**Run 1: the metal 1 layer**

Scale bar: 50 µm. Cells faint in the background.
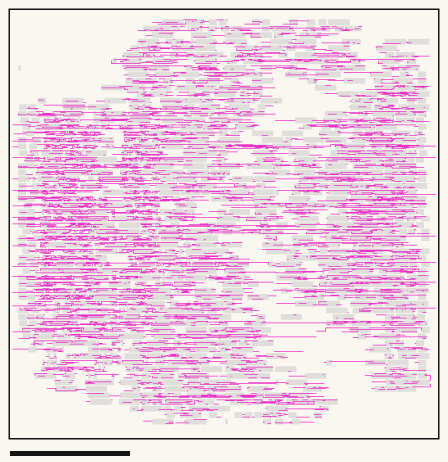
**Run 1: metal 2**

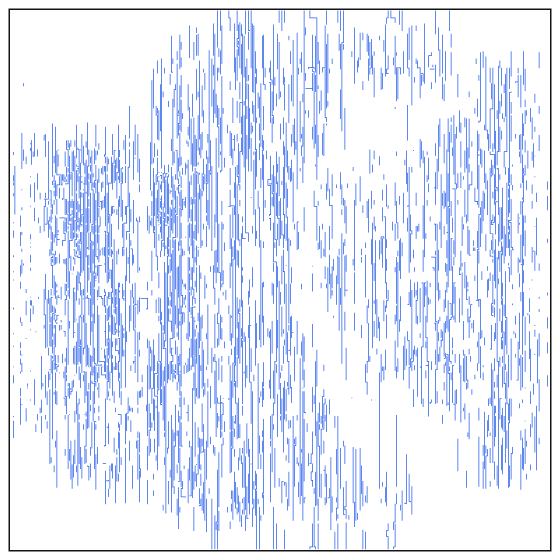
**Run 1: metal 3**

Scale bar: 50 µm.
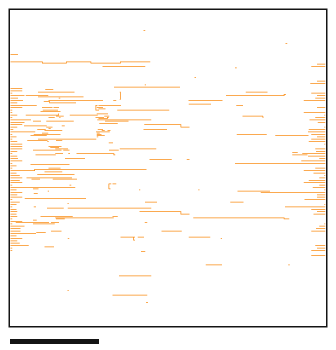
File: src/rtl/fetch_pkg.sv
// Shared types and constants for the instruction prefetch queue.
package fetch_pkg;

  localparam logic [31:0] PC_INIT    = 32'h8002_0000;
  localparam int          WORD_BYTES = 4;

  typedef struct packed {
    logic [31:0] pc;
    logic [31:0] instr;
  } fetch_entry_t;

endpackage

File: src/rtl/fetch_fifo.sv
// Synchronous FIFO of PC-tagged instructions with flush.
// The caller never pushes into a full FIFO unless it pops in the same cycle.
module fetch_fifo
  import fetch_pkg::*;
#(
  parameter int DEPTH = 4,
  localparam int AW = $clog2(DEPTH),
  localparam int CW = $clog2(DEPTH + 1)
) (
  input  logic         clk,
  input  logic         reset,
  input  logic         push,
  input  fetch_entry_t push_data,
  input  logic         pop,
  input  logic         flush,
  output logic [CW-1:0] count,
  output fetch_entry_t head
);

  fetch_entry_t   mem [DEPTH];
  logic [AW-1:0]  wr_ptr;
  logic [AW-1:0]  rd_ptr;
  logic           do_pop;

  // Pop on an empty FIFO is ignored so the caller can wire ready straight in.
  assign do_pop = pop && (count != '0);
  assign head   = mem[rd_ptr];

  always_ff @(posedge clk or posedge reset) begin
    if (reset) begin
      wr_ptr <= '0;
      rd_ptr <= '0;
      count  <= '0;
      for (int i = 0; i < DEPTH; i++) begin
        mem[i] <= '0;
      end
    end else if (flush) begin
      wr_ptr <= '0;
      rd_ptr <= '0;
      count  <= '0;
    end else begin
      if (push) begin
        mem[wr_ptr] <= push_data;
        wr_ptr      <= wr_ptr + AW'(1);
      end
      if (do_pop) begin
        rd_ptr <= rd_ptr + AW'(1);
      end
      count <= count + CW'(push) - CW'(do_pop);
    end
  end

endmodule

File: src/rtl/fetch_queue.sv
// Instruction prefetch: credit-limited sequential fetch, in-order response
// collection, PC-tagged buffering and redirect flush with stale-response drop.
module fetch_queue #(
  parameter int          DEPTH   = 4,
  parameter logic [31:0] PC_INIT = fetch_pkg::PC_INIT
) (
  input  logic        clk,
  input  logic        reset,
  output logic        mem_req_valid,
  input  logic        mem_req_ready,
  output logic [31:0] mem_req_addr,
  input  logic        mem_rsp_valid,
  input  logic [31:0] mem_rsp_data,
  output logic        instr_valid,
  input  logic        instr_ready,
  output logic [31:0] instr_out,
  output logic [31:0] instr_pc,
  input  logic        redirect,
  input  logic [31:0] redirect_pc
);

  import fetch_pkg::*;

  localparam int          CW   = $clog2(DEPTH + 1);
  localparam logic [31:0] STEP = 32'(WORD_BYTES);

  // Handshakes: a transfer happens on a rising clk edge where valid && ready.
  // Requests are not sticky; memory samples address only on that edge.
  // Responses carry no ready and arrive in request order.

  logic [31:0]   fetch_pc;
  logic [31:0]   rsp_pc;
  logic [CW-1:0] inflight;
  logic [CW-1:0] drop;
  logic [CW-1:0] count;
  logic [CW:0]   occupancy;
  logic [CW-1:0] inflight_less_rsp;
  logic [31:0]   redirect_word;
  logic          req_fire;
  logic          rsp_keep;
  logic          rsp_drop;
  logic          unused_pc_bits;
  fetch_entry_t  push_data;
  fetch_entry_t  head;

  assign unused_pc_bits = ^redirect_pc[1:0];
  assign redirect_word  = {redirect_pc[31:2], 2'b00};

  // Credit counts both buffered and outstanding words; a pop frees credit
  // only from the next cycle on.
  assign occupancy     = {1'b0, count} + {1'b0, inflight};
  assign mem_req_valid = !reset && !redirect && (occupancy < (CW + 1)'(DEPTH));
  assign mem_req_addr  = fetch_pc;
  assign req_fire      = mem_req_valid && mem_req_ready;

  assign rsp_keep = mem_rsp_valid && !redirect && (drop == '0);
  assign rsp_drop = mem_rsp_valid && !redirect && (drop != '0);
  assign inflight_less_rsp = inflight - CW'(mem_rsp_valid);

  assign push_data.pc    = rsp_pc;
  assign push_data.instr = mem_rsp_data;

  always_ff @(posedge clk or posedge reset) begin
    if (reset) begin
      fetch_pc <= PC_INIT;
      rsp_pc   <= PC_INIT;
      inflight <= '0;
      drop     <= '0;
    end else if (redirect) begin
      // Everything still outstanding belongs to the old stream.
      fetch_pc <= redirect_word;
      rsp_pc   <= redirect_word;
      inflight <= inflight_less_rsp;
      drop     <= inflight_less_rsp;
    end else begin
      if (req_fire) begin
        fetch_pc <= fetch_pc + STEP;
      end
      if (rsp_keep) begin
        rsp_pc <= rsp_pc + STEP;
      end
      if (rsp_drop) begin
        drop <= drop - CW'(1);
      end
      inflight <= inflight + CW'(req_fire) - CW'(mem_rsp_valid);
    end
  end

  fetch_fifo #(
    .DEPTH (DEPTH)
  ) u_fifo (
    .clk       (clk),
    .reset     (reset),
    .push      (rsp_keep),
    .push_data (push_data),
    .pop       (instr_ready && !redirect),
    .flush     (redirect),
    .count     (count),
    .head      (head)
  );

  assign instr_valid = (count != '0);
  assign instr_out   = head.instr;
  assign instr_pc    = head.pc;

endmodule
File: config.mk
export PLATFORM = sky130hd
export DESIGN_NAME = fetch_queue
export DESIGN_NICKNAME = d
export VERILOG_FILES = /design/src/rtl/fetch_pkg.sv /design/src/rtl/fetch_fifo.sv /design/src/rtl/fetch_queue.sv
export SDC_FILE = /design/constraint.sdc
export NUM_CORES = 1
export LEC_CHECK = 0
export CAP_MARGIN = 15
export CORE_MARGIN = 3
export CORE_UTILIZATION = 51
export CTS_CLUSTER_SIZE = 20
export DETAILED_ROUTE_END_ITERATION = 7
export PLACE_DENSITY = 0.87
export SLEW_MARGIN = 30
export SYNTH_ARGS = -nofsm -noshare
export SYNTH_HDL_FRONTEND = slang
export SYNTH_SLANG_ARGS = --single-unit
File: constraint.sdc
create_clock -name clk -period 10.4 [get_ports clk]
set_input_delay 2.08 -clock clk [delete_from_list [all_inputs] [get_ports clk]]
set_output_delay 2.08 -clock clk [all_outputs]
set_load 0.1 [all_outputs]
==> flow_metrics.py, run 1 <==
# Generated from Yosys and OpenROAD reports
metrics = {
    "power_and_ir_drop": {
        "vdd_drop_max_uv": 215,
        "power.share.clock": 0.210,
        "switching_power_w": 0.00260,
        "total_power_w": 0.00569,
        "comb_power_share": 0.478,
        "p_seq_frac": 0.313,
        "p_sw_frac": 0.456,
        "cellInternalPower_w": 0.00309,
    },
    "layout": {
        "syn_to_final_growth_pct": 19.8,
        "layout_top_cells": "dfrtp_1, mux2_2, clkdlybuf4s50_1",
        "largest_class": "flip-flops and latches",
        "seq_share": 0.447,
        "nonClockInverterCount": 21,
        "buffers": 174,
        "fin_util": 0.624,
        "comb.multi_input.count": 683,
        "seq_cells": 321,
        "drive_gt1_frac": 0.326,
        "layout_top_cell": "dfrtp_1",
        "sh_comb_area": 0.365,
        "buf_share": 0.0948,
        "clk_share": 0.0621,
        "clock_buffers": 54,
        "register_area_um2": 8040,
        "nNetsFinal": 1324,
        "logic_area_um2": 6580,
        "instances_no_fill": 1646,
        "final_cell_area_um2": 18000,
    },
    "route": {
        "drt_iter0_markers": 620,
        "via_per_inst": 5.95,
        "wl_per_cell_um": 20.1,
        "drtPass1Iterations": 5,
        "ant_nets": 0,
        "met2_length_mm": 16.2,
        "wl_met3_mm": 2.26,
        "highest_layer": "met5",
    },
    "global_routing": {
        "grt_start_max_net_pins": 194,
        "antenna_found_initial": 1,
        "grt_pass1_wl_mm": 53.7,
        "grt_usage": 0.212,
        "grt_pass1_vias": 10200,
    },
    "synth": {
        "fa_ha_area_frac": 0.0160,
        "xor_area_frac": 0.0198,
        "yosysWarnings": 0,
        "yosys-stat-cells": 1096,
        "ys_sh_mux": 0.279,
        "numSynthFlops": 321,
        "top_logic_kind": "multiplexers",
        "yosysUniqueCellTypes": 50,
        "largest_area_cell": "dfrtp_1",
        "common_cells": "dfrtp_1, mux2_2, nand2_1, mux4_2, buf_2",
        "area_leaders": "dfrtp_1, mux2_2, mux4_2",
        "yosys.stat.seqShare": 0.535,
        "ys_sh_simple": 0.0790,
    },
    "sta": {
        "period_needed_ns": 6.21,
        "final_hold_viol_count": 0,
        "rsz0062_at_grt": "false",
        "slew_headroom": 0.310,
        "fin_tns_setup_ns": 0,
        "timing.fmax_mhz": 161,
        "fin_crit_sh": 0.597,
        "tightest_slew_ns": 1.03,
        "slew_violations": 0,
        "setup_viol": 0,
    },
    "worst_setup_path": {
        "crit_fanout": 77,
        "cp_slowest_cell": "clkdlybuf4s50_1",
        "cp_data_required_time_ns": 8.32,
        "ff2ff_path_depth": 12,
        "crit_type": "in -> out",
        "critPathArrivalTime_ns": 4.13,
    },
    "min_path": {
        "hold_depth": 1,
    },
    "clock_tree": {
        "insertion_delay_ns": 0.50,
        "root_buffer": "clkbuf_16",
        "htree_levels": 2,
        "cts_hold_buf": 0,
        "cts_made_buffers": 35,
        "max-clock-path-buffers": 3,
        "cts_tree": "yes",
        "numClockSinks": 321,
        "clk_pin_slew_ns": 0.05,
    },
    "floorplan": {
        "die-height_um": 178,
        "die_width_um": 178,
        "io_pins": 168,
        "nWellTaps": 384,
        "chipArea_um2": 31600,
    },
    "run_status": {
        "status": "finished clean",
    },
    "job": {
        "warnings": 34,
    },
    "placement": {
        "placedCellCount": 1582,
        "place_hpwl_mm": 20.9,
        "numPortBuffers": 161,
        "place_congestion": 0.859,
        "placed_area_um2": 16900,
    },
}
Notes on 'the metal 1 layer' above:
share of all routed wire: 43%
wire length on this layer: 14,200 µm
longest straight run: 48.8 µm
main direction: horizontal
met1 track demand over resource: 0.292
WL final: 33.2 mm

Notes on 'metal 2' above:
longest straight run: 65.3 µm
wire length on this layer: 16,200 µm
GR Util met2: 0.354
vias after detailed routing: 9,787

Notes on 'metal 3' above:
nets with wire on the layer: 208
longest straight run: 62.8 µm
met3 usage: 0.0404

[run 1: worst paths after layout]
check / start / end / slack (ns)
max: redirect / mem_req_valid / 4.19
min: u_fifo.mem[12]$_DFFE_PP0P_ / u_fifo.mem[12]$_DFFE_PP0P_ / 0.50
max reg2reg: inflight[2]$_DFF_PP0_ / inflight[2]$_DFF_PP0_ / 7.26
min reg2reg: u_fifo.mem[12]$_DFFE_PP0P_ / u_fifo.mem[12]$_DFFE_PP0P_ / 0.50
max in group asynchronous: reset / u_fifo.mem[199]$_DFFE_PP0P_ / 6.67
min in group asynchronous: reset / inflight[2]$_DFF_PP0_ / 2.06
[run 1: flip-flops by register name (all words and copies together), names as in the netlist]
signal and count:
drop 3, mem_req_addr 30, u_fifo.rd_ptr 2, u_fifo.wr_ptr 2
inflight 3, rsp_pc 30, u_fifo.mem 248, u_fifo.count 3
[run 1: stage by stage]
step                      hold WS [ns]  setup slack, ns
after floorplan                  0.474             4.04
after global placement           0.482             4.22
after detailed placement         0.488             4.19
after CTS                        0.500             4.18
after global routing             0.508             4.10
final                            0.500             4.19
[run 1: worst max-delay path, delay by kind of cell]
| kind | cells | cell delay (ns) |
|---|---|---|
| simple gates | 2 | 0.48 |
| buf+inv | 3 | 1.56 |
[run 1: routing by layer]
metal	track usage	up-vias
met4	0.0474	2
met1	0.292	5017
li1	-	4331
met2	0.354	388
met3	0.0404	49
met5	0	-
[run 1: power by group through the flow]
stage                     Clock, W  Combinational (W)  Sequential (W)
after global placement           0            0.00271         0.00177
after floorplan                  0            0.00212         0.00181
after global routing       0.00128            0.00283         0.00182
after detailed placement         0            0.00273         0.00180
after CTS                  0.00122            0.00274         0.00178
final                      0.00119            0.00272         0.00178
==> inputs of run 2 (changes only) <==
==> constraint.sdc (replaced) <==
create_clock -name clk -period 5.7 [get_ports clk]
set_input_delay 1.14 -clock clk [delete_from_list [all_inputs] [get_ports clk]]
set_output_delay 1.14 -clock clk [all_outputs]
set_load 0.1 [all_outputs]
**Run 2: clock nets**

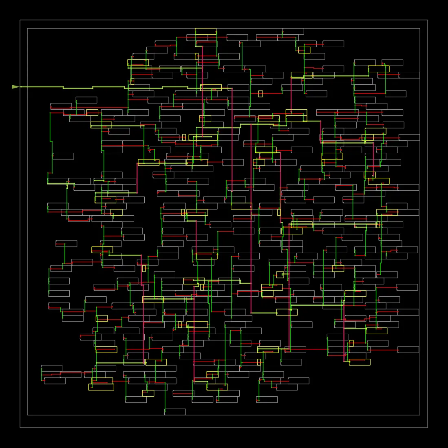
flop count: 321
worst skew pair latency: 0.52 ns
Setup Skew: 0.0164 ns
CLK BUF: 60
clock buffers created by TritonCTS: 36

**Run 2: met4 routing**

Scale bar: 50 µm.
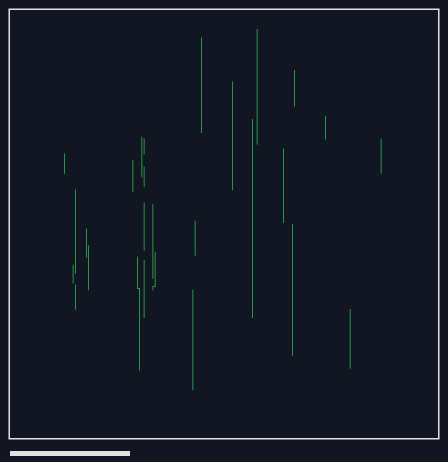
nets with wire on the layer: 19
share of all routed wire: 2.1%
wire length on this layer: 691 µm
longest straight run: 82.3 µm
WL final: 33.6 mm
vias after detailed routing: 9,846

==> run 2 against run 1 <==
Net effect: design area up 0.70%; clock power is 92% higher; count of clock-buffer cells in the layout up 6; die area unchanged; largest cell class unchanged; cell count is 0.36% higher; critical path type is now reg -> out; via count rose by 0.60%.
==> flow_metrics.py, run 2 <==
# Generated from Yosys and OpenROAD reports
metrics = {
    "layout": {
        "final_cell_area_um2": 18100,
        "largest_register_ffs": 248,
        "largest-register": "u_fifo.mem",
        "drive_gt1_frac": 0.329,
        "layout_top_cells": "dfrtp_1, mux2_2, clkdlybuf4s50_1",
        "sh_comb_area": 0.363,
        "buf_share": 0.0971,
        "largest_class": "flip-flops and latches",
        "comb.multi_input.count": 683,
        "nonClockInverterCount": 21,
        "buffers": 178,
        "seq_share": 0.443,
        "fillers": 2147,
        "register_area_um2": 8040,
        "instances_no_fill": 1652,
        "syn_to_final_growth_pct": 20.6,
        "layout_top_cell": "dfrtp_1",
        "clk_share": 0.0656,
        "fin_util": 0.628,
        "logic_area_um2": 6580,
        "nNetsFinal": 1329,
    },
    "synth": {
        "largest_area_cell": "dfrtp_1",
        "edf_count": 0,
        "synth_cells": 1096,
        "common_cells": "dfrtp_1, mux2_2, nand2_1, mux4_2, buf_2",
        "yosysUniqueCellTypes": 50,
        "yosysWarnings": 0,
        "synthArstFlopShare": 1.00,
        "yosysTopAreaCellShare": 0.528,
        "yosys-stat-cells": 1096,
        "top_cell": "dfrtp_1",
        "syn_area_um2": 15000,
        "area_leaders": "dfrtp_1, mux2_2, mux4_2",
        "avgSynthCellArea_um2": 13.7,
        "yosys_area_um2": 15000,
        "yosys.stat.seqShare": 0.535,
        "numSynthFlops": 321,
    },
    "sta": {
        "fin_crit_sh": 0.783,
        "fin_tns_setup_ns": 0,
        "timing.fmax_mhz": 224,
        "setup_viol": 0,
        "rsz0062_at_grt": "false",
        "slew_violations": 0,
        "period_needed_ns": 4.46,
        "final_hold_viol_count": 0,
        "setup_ws_ns": 1.24,
        "slew_headroom": 0.310,
        "tightest_slew_ns": 1.03,
        "whs_ns": 0.499,
    },
    "power_and_ir_drop": {
        "power.combinational.total_w": 0.00497,
        "leakagePower_nw": 8.16,
        "switching_power_w": 0.00476,
        "total_power_w": 0.0105,
        "comb_power_share": 0.473,
        "pg_clk_w": 0.00229,
        "p_seq_frac": 0.308,
        "power.share.clock": 0.218,
        "p_sw_frac": 0.453,
        "vdd_drop_max_uv": 493,
        "cellInternalPower_w": 0.00575,
        "powerSeq_w": 0.00324,
        "top_power_group": "combinational cells",
    },
    "clock_tree": {
        "cts_hold_buf": 0,
        "htree_levels": 2,
        "max-clock-path-buffers": 3,
        "root_buffer": "clkbuf_16",
        "clk_pin_slew_ns": 0.06,
        "numClockSinks": 321,
        "cts_tree": "yes",
        "post_cts_buffers": 0,
        "cts_resized": 0,
    },
    "global_routing": {
        "antenna_found_initial": 0,
        "grt_overflow": 0,
        "grt_pass1_vias": 10500,
        "grt_usage": 0.218,
        "grt_pass1_wl_mm": 55.1,
        "grt_start_max_net_pins": 126,
    },
    "job": {
        "drv_cap": 0,
        "warnings": 34,
    },
    "floorplan": {
        "nWellTaps": 384,
        "die-height_um": 178,
        "initial_utilization": 0.521,
        "chipArea_um2": 31600,
        "die_width_um": 178,
        "rows": 62,
        "io_pins": 168,
    },
    "min_path": {
        "hold_depth": 1,
        "hold_path_class": "reg -> reg",
    },
    "placement": {
        "placedCellCount": 1587,
        "place_hpwl_mm": 21.6,
        "place_congestion": 0.852,
        "numPortBuffers": 161,
        "dp_slack_ns": 1.28,
        "placed_area_um2": 17000,
    },
    "worst_setup_path": {
        "critPathArrivalTime_ns": 3.32,
        "crit_fanout": 32,
        "crit_path_end_kind": "primary output",
        "ff2ff_path_depth": 7,
        "cp_data_required_time_ns": 4.56,
        "crit_type": "reg -> out",
    },
    "route": {
        "wl_per_cell_um": 20.3,
        "ant_nets": 0,
        "via_per_inst": 5.96,
        "route.detailed.drc": 0,
        "drt_iter0_markers": 649,
        "drtPass1Iterations": 5,
    },
    "run_status": {
        "status": "finished clean",
    },
}
run 2: cell counts after synthesis:
Identical to the previous run, type by type.
run 2: final timing paths:
kind	end	slack, ns	start
max	instr_out[20]	1.24	u_fifo.rd_ptr[1]$_DFFE_PP0P_
min	u_fifo.mem[21]$_DFFE_PP0P_	0.50	u_fifo.mem[21]$_DFFE_PP0P_
max reg2reg	u_fifo.mem[23]$_DFFE_PP0P_	2.41	drop[0]$_DFFE_PP0P_
min reg2reg	u_fifo.mem[21]$_DFFE_PP0P_	0.50	u_fifo.mem[21]$_DFFE_PP0P_
max in group asynchronous	u_fifo.mem[73]$_DFFE_PP0P_	3.62	reset
min in group asynchronous	mem_req_addr[2]$_DFFE_PP0N_	1.05	reset
run 2: per-layer routing:
layer  vias up  wire (µm)  part of all wire  track usage
met2       416      16100              0.48        0.356
met1      5035      14200              0.42        0.300
li1       4331          -                 -            -
met4         0        690             0.021       0.0592
met5         -          0                 0            0
met3        64       2590             0.077       0.0439
run 2: cell families (layout without fill, tap and decap cells):
| kind of cell | Yosys count | in the layout | share of synthesized area |
|---|---|---|---|
| mux | 311 | 311 | 0.279 |
| xor+xnor | 34 | 34 | 0.0198 |
| compound gates | 102 | 102 | 0.0418 |
| flops | 321 | 321 | 0.535 |
| fa+ha+maj | 18 | 18 | 0.0160 |
| buf+inv | 95 | 264 | 0.0294 |
| other cells | 1 | 4 | 0.000249 |
| simple gates | 214 | 214 | 0.0790 |
run 2: worst max-delay path: stages, from the launching register on:
cell and delay (ns):
dfrtp_2 0.95, buf_4 0.42, mux4_2 0.28, clkdlybuf4s50_1 1.13
==> inputs of run 3 (changes only) <==
==> constraint.sdc (replaced) <==
create_clock -name clk -period 3.9 [get_ports clk]
set_input_delay 0.78 -clock clk [delete_from_list [all_inputs] [get_ports clk]]
set_output_delay 0.78 -clock clk [all_outputs]
set_load 0.1 [all_outputs]
**Run 3: the metal 1 layer**

Scale bar: 50 µm. Cells faint in the background.
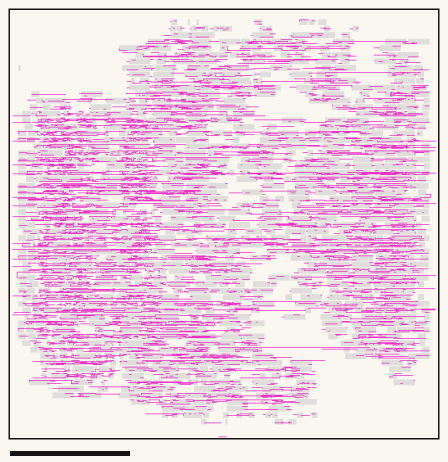
share of all routed wire: 43%
wire length on this layer: 14,400 µm
longest straight run: 49.7 µm
main direction: horizontal
nets with wire on the layer: 1,186
met1 track demand over resource: 0.298
WL final: 33.8 mm

**Run 3: clock nets**

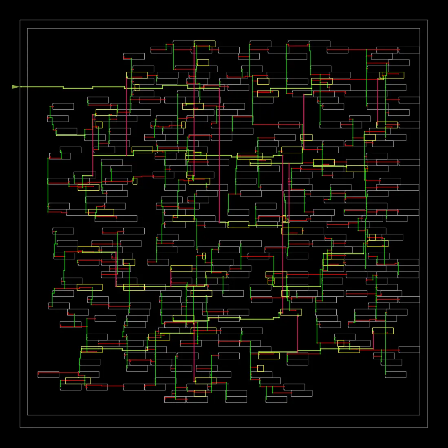
worst skew pair latency: 0.51 ns
Power Clock: 0.00341 W

==> run 3 against run 2 <==
Net effect: routed wire length is 0.58% higher; global-route usage up 0.060 points; sequential share of layout area is 0.064 points higher; count of clock-buffer cells in the layout is 16 lower; hold slack improved by 0.00058 ns; cell count about the same; combinational power up 46%; design area fell by 0.14%; first-iteration DRC count down 11%; largest power group unchanged; highest routed layer unchanged.
==> flow_metrics.py, run 3 <==
# Generated from Yosys and OpenROAD reports
metrics = {
    "job": {
        "warnings": 33,
        "drv_cap": 0,
    },
    "min_path": {
        "min_to": "u_fifo.mem[71]$_DFFE_PP0P_",
        "min_from": "u_fifo.mem[71]$_DFFE_PP0P_",
        "hold_depth": 1,
        "hold_path_class": "reg -> reg",
    },
    "layout": {
        "layout_top_cell": "dfrtp_1",
        "clock_buffers": 44,
        "layout_top_cells": "dfrtp_1, mux2_2, clkdlybuf4s50_1",
        "syn_to_final_growth_pct": 20.4,
        "instances_no_fill": 1651,
        "final_cell_area_um2": 18100,
        "nonClockInverterCount": 21,
        "nNetsFinal": 1331,
        "largest-register": "u_fifo.mem",
        "comb.multi_input.count": 683,
        "diodes": 0,
        "drive_gt1_frac": 0.379,
        "fillers": 2103,
        "seq_cells": 321,
        "largest_class": "flip-flops and latches",
        "buffers": 182,
        "sh_comb_area": 0.363,
        "logic_area_um2": 6580,
        "fin_util": 0.628,
        "clk_share": 0.0659,
        "seq_share": 0.444,
        "largest_register_ffs": 248,
        "register_area_um2": 8040,
        "buf_share": 0.0956,
    },
    "clock_tree": {
        "cts_resized": 0,
        "htree_levels": 2,
        "post_cts_buffers": 0,
        "clk_pin_slew_ns": 0.06,
        "cts_tree": "yes",
        "max-clock-path-buffers": 3,
        "cts_made_buffers": 34,
        "cts_hold_buf": 0,
        "numClockSinks": 321,
        "root_buffer": "clkbuf_16",
    },
    "worst_setup_path": {
        "rrSetupSlack_ns": 1.32,
        "critPathLaunchType": "register",
        "rr_startpoint": "inflight[2]$_DFF_PP0_",
        "path_buffers": 2,
        "ff2ff_path_depth": 11,
        "cp_cell_sequence": "buf_4 > mux4_2 > buf_4",
        "max_stage_delay_ns": 0.67,
        "crit_fanout": 23,
        "crit_path_end_kind": "primary output",
        "cp_slowest_cell": "dfrtp_4",
        "cp_top_family": "buffers and inverters",
        "critPathArrivalTime_ns": 2.55,
        "cp_data_required_time_ns": 3.12,
        "cpMostUsedCell": "buf_4",
        "crit_type": "reg -> out",
        "timing.rr.end": "inflight[2]$_DFF_PP0_",
    },
    "floorplan": {
        "io_pins": 168,
        "chipArea_um2": 31600,
        "die_width_um": 178,
        "die-height_um": 178,
        "core-area_um2": 28900,
        "initial_utilization": 0.521,
        "rows": 62,
        "nWellTaps": 384,
    },
    "power_and_ir_drop": {
        "leakagePower_nw": 8.26,
        "vdd_drop_max_uv": 553,
        "powerDensity_nw_per_um2": 848,
        "total_power_w": 0.0154,
    },
    "synth": {
        "avgSynthCellArea_um2": 13.7,
        "synth_cells": 1096,
        "yosys-stat-cells": 1096,
        "area_leaders": "dfrtp_1, mux2_2, mux4_2",
        "yosys_area_um2": 15000,
        "syn_area_um2": 15000,
        "yosys.stat.seqShare": 0.535,
        "synthArstFlopShare": 1.00,
        "largest_area_cell": "dfrtp_1",
        "synthFlopType": "dfrtp_1",
        "numSynthFlops": 321,
        "yosysTopAreaCellShare": 0.528,
        "edf_count": 0,
        "yosysWarnings": 0,
        "yosysUniqueCellTypes": 50,
        "top_cell": "dfrtp_1",
        "common_cells": "dfrtp_1, mux2_2, nand2_1, mux4_2, buf_2",
    },
    "placement": {
        "place_hpwl_mm": 21.6,
        "dp_slack_ns": 0.690,
        "numPortBuffers": 161,
        "placed_area_um2": 16900,
        "place_congestion": 0.855,
        "placedCellCount": 1591,
    },
    "route": {
        "drtPass1Iterations": 5,
        "drt_iter0_markers": 576,
        "via_per_inst": 5.96,
        "via_count": 9841,
        "wl_per_cell_um": 20.5,
        "ant_nets": 0,
        "route.detailed.drc": 0,
    },
    "global_routing": {
        "grt_overflow": 0,
        "grt_pass1_wl_mm": 55.2,
        "antenna_found_initial": 0,
        "grt_start_max_net_pins": 74,
        "grt_pass1_vias": 10600,
        "grt_usage": 0.219,
    },
    "sta": {
        "setup_viol": 0,
        "final_hold_viol_count": 0,
        "period_needed_ns": 3.33,
        "tightest_slew_ns": 0.982,
        "slew_headroom": 0.343,
        "rsz0062_at_grt": "false",
        "fin_tns_setup_ns": 0,
        "whs_ns": 0.499,
        "fin_crit_sh": 0.854,
        "slew_violations": 0,
        "setup_ws_ns": 0.568,
        "skew_ns": 0.0253,
        "timing.fmax_mhz": 300,
    },
    "run_status": {
        "status": "finished clean",
    },
}
-- run 3: cell counts after synthesis --
Identical to the previous run, type by type.
-- run 3: worst reg2reg max path, stage by stage (launching register included) --
cell	delay [ns]
dfrtp_1	0.42
ha_1	0.31
nor2_1	0.11
and4_1	0.23
inv_2	0.05
ha_1	0.26
inv_1	0.04
ha_1	0.18
fa_1	0.39
xor2_1	0.15
o21ai_0	0.19
xor2_1	0.17
-- run 3: cells by family after synthesis --
kind of cell,count (synthesis),synth area share
buf+inv,95,0.0294
xor+xnor,34,0.0198
flops,321,0.535
compound gates,102,0.0418
mux,311,0.279
other cells,1,0.000249
simple gates,214,0.0790
fa+ha+maj,18,0.0160
-- run 3: worst max-delay path by stage --
stage                            startpoint               endpoint  depth (start not counted)
2_1_floorplan                         reset    drop[0]$_DFFE_PP0P_                          1
3_3_place_gp                          reset  inflight[2]$_DFF_PP0_                         11
3_5_place_dp                          reset  inflight[2]$_DFF_PP0_                         11
4_1_cts        u_fifo.rd_ptr[0]$_DFFE_PP0P_          instr_out[19]                          3
5_1_grt        u_fifo.rd_ptr[0]$_DFFE_PP0P_          instr_out[23]                          3
6_report       u_fifo.rd_ptr[0]$_DFFE_PP0P_          instr_out[19]                          3
-- run 3: metal layers --
layer | GRT usage | up-vias | share of wire
met2 | 0.358 | 390 | 0.48
li1 | - | 4341 | -
met1 | 0.298 | 5048 | 0.43
met3 | 0.0456 | 62 | 0.070
met4 | 0.0602 | 0 | 0.023
met5 | 0 | - | 0
-- run 3: where the power goes --
group / internal, W / total (W) / switching (W)
sequential: 0.00412 / 0.00471 / 0.000582
clock: 0.00209 / 0.00341 / 0.00132
combinational: 0.00213 / 0.00724 / 0.00510
No activity file was given, so power comes from the tool's default toggle rates.
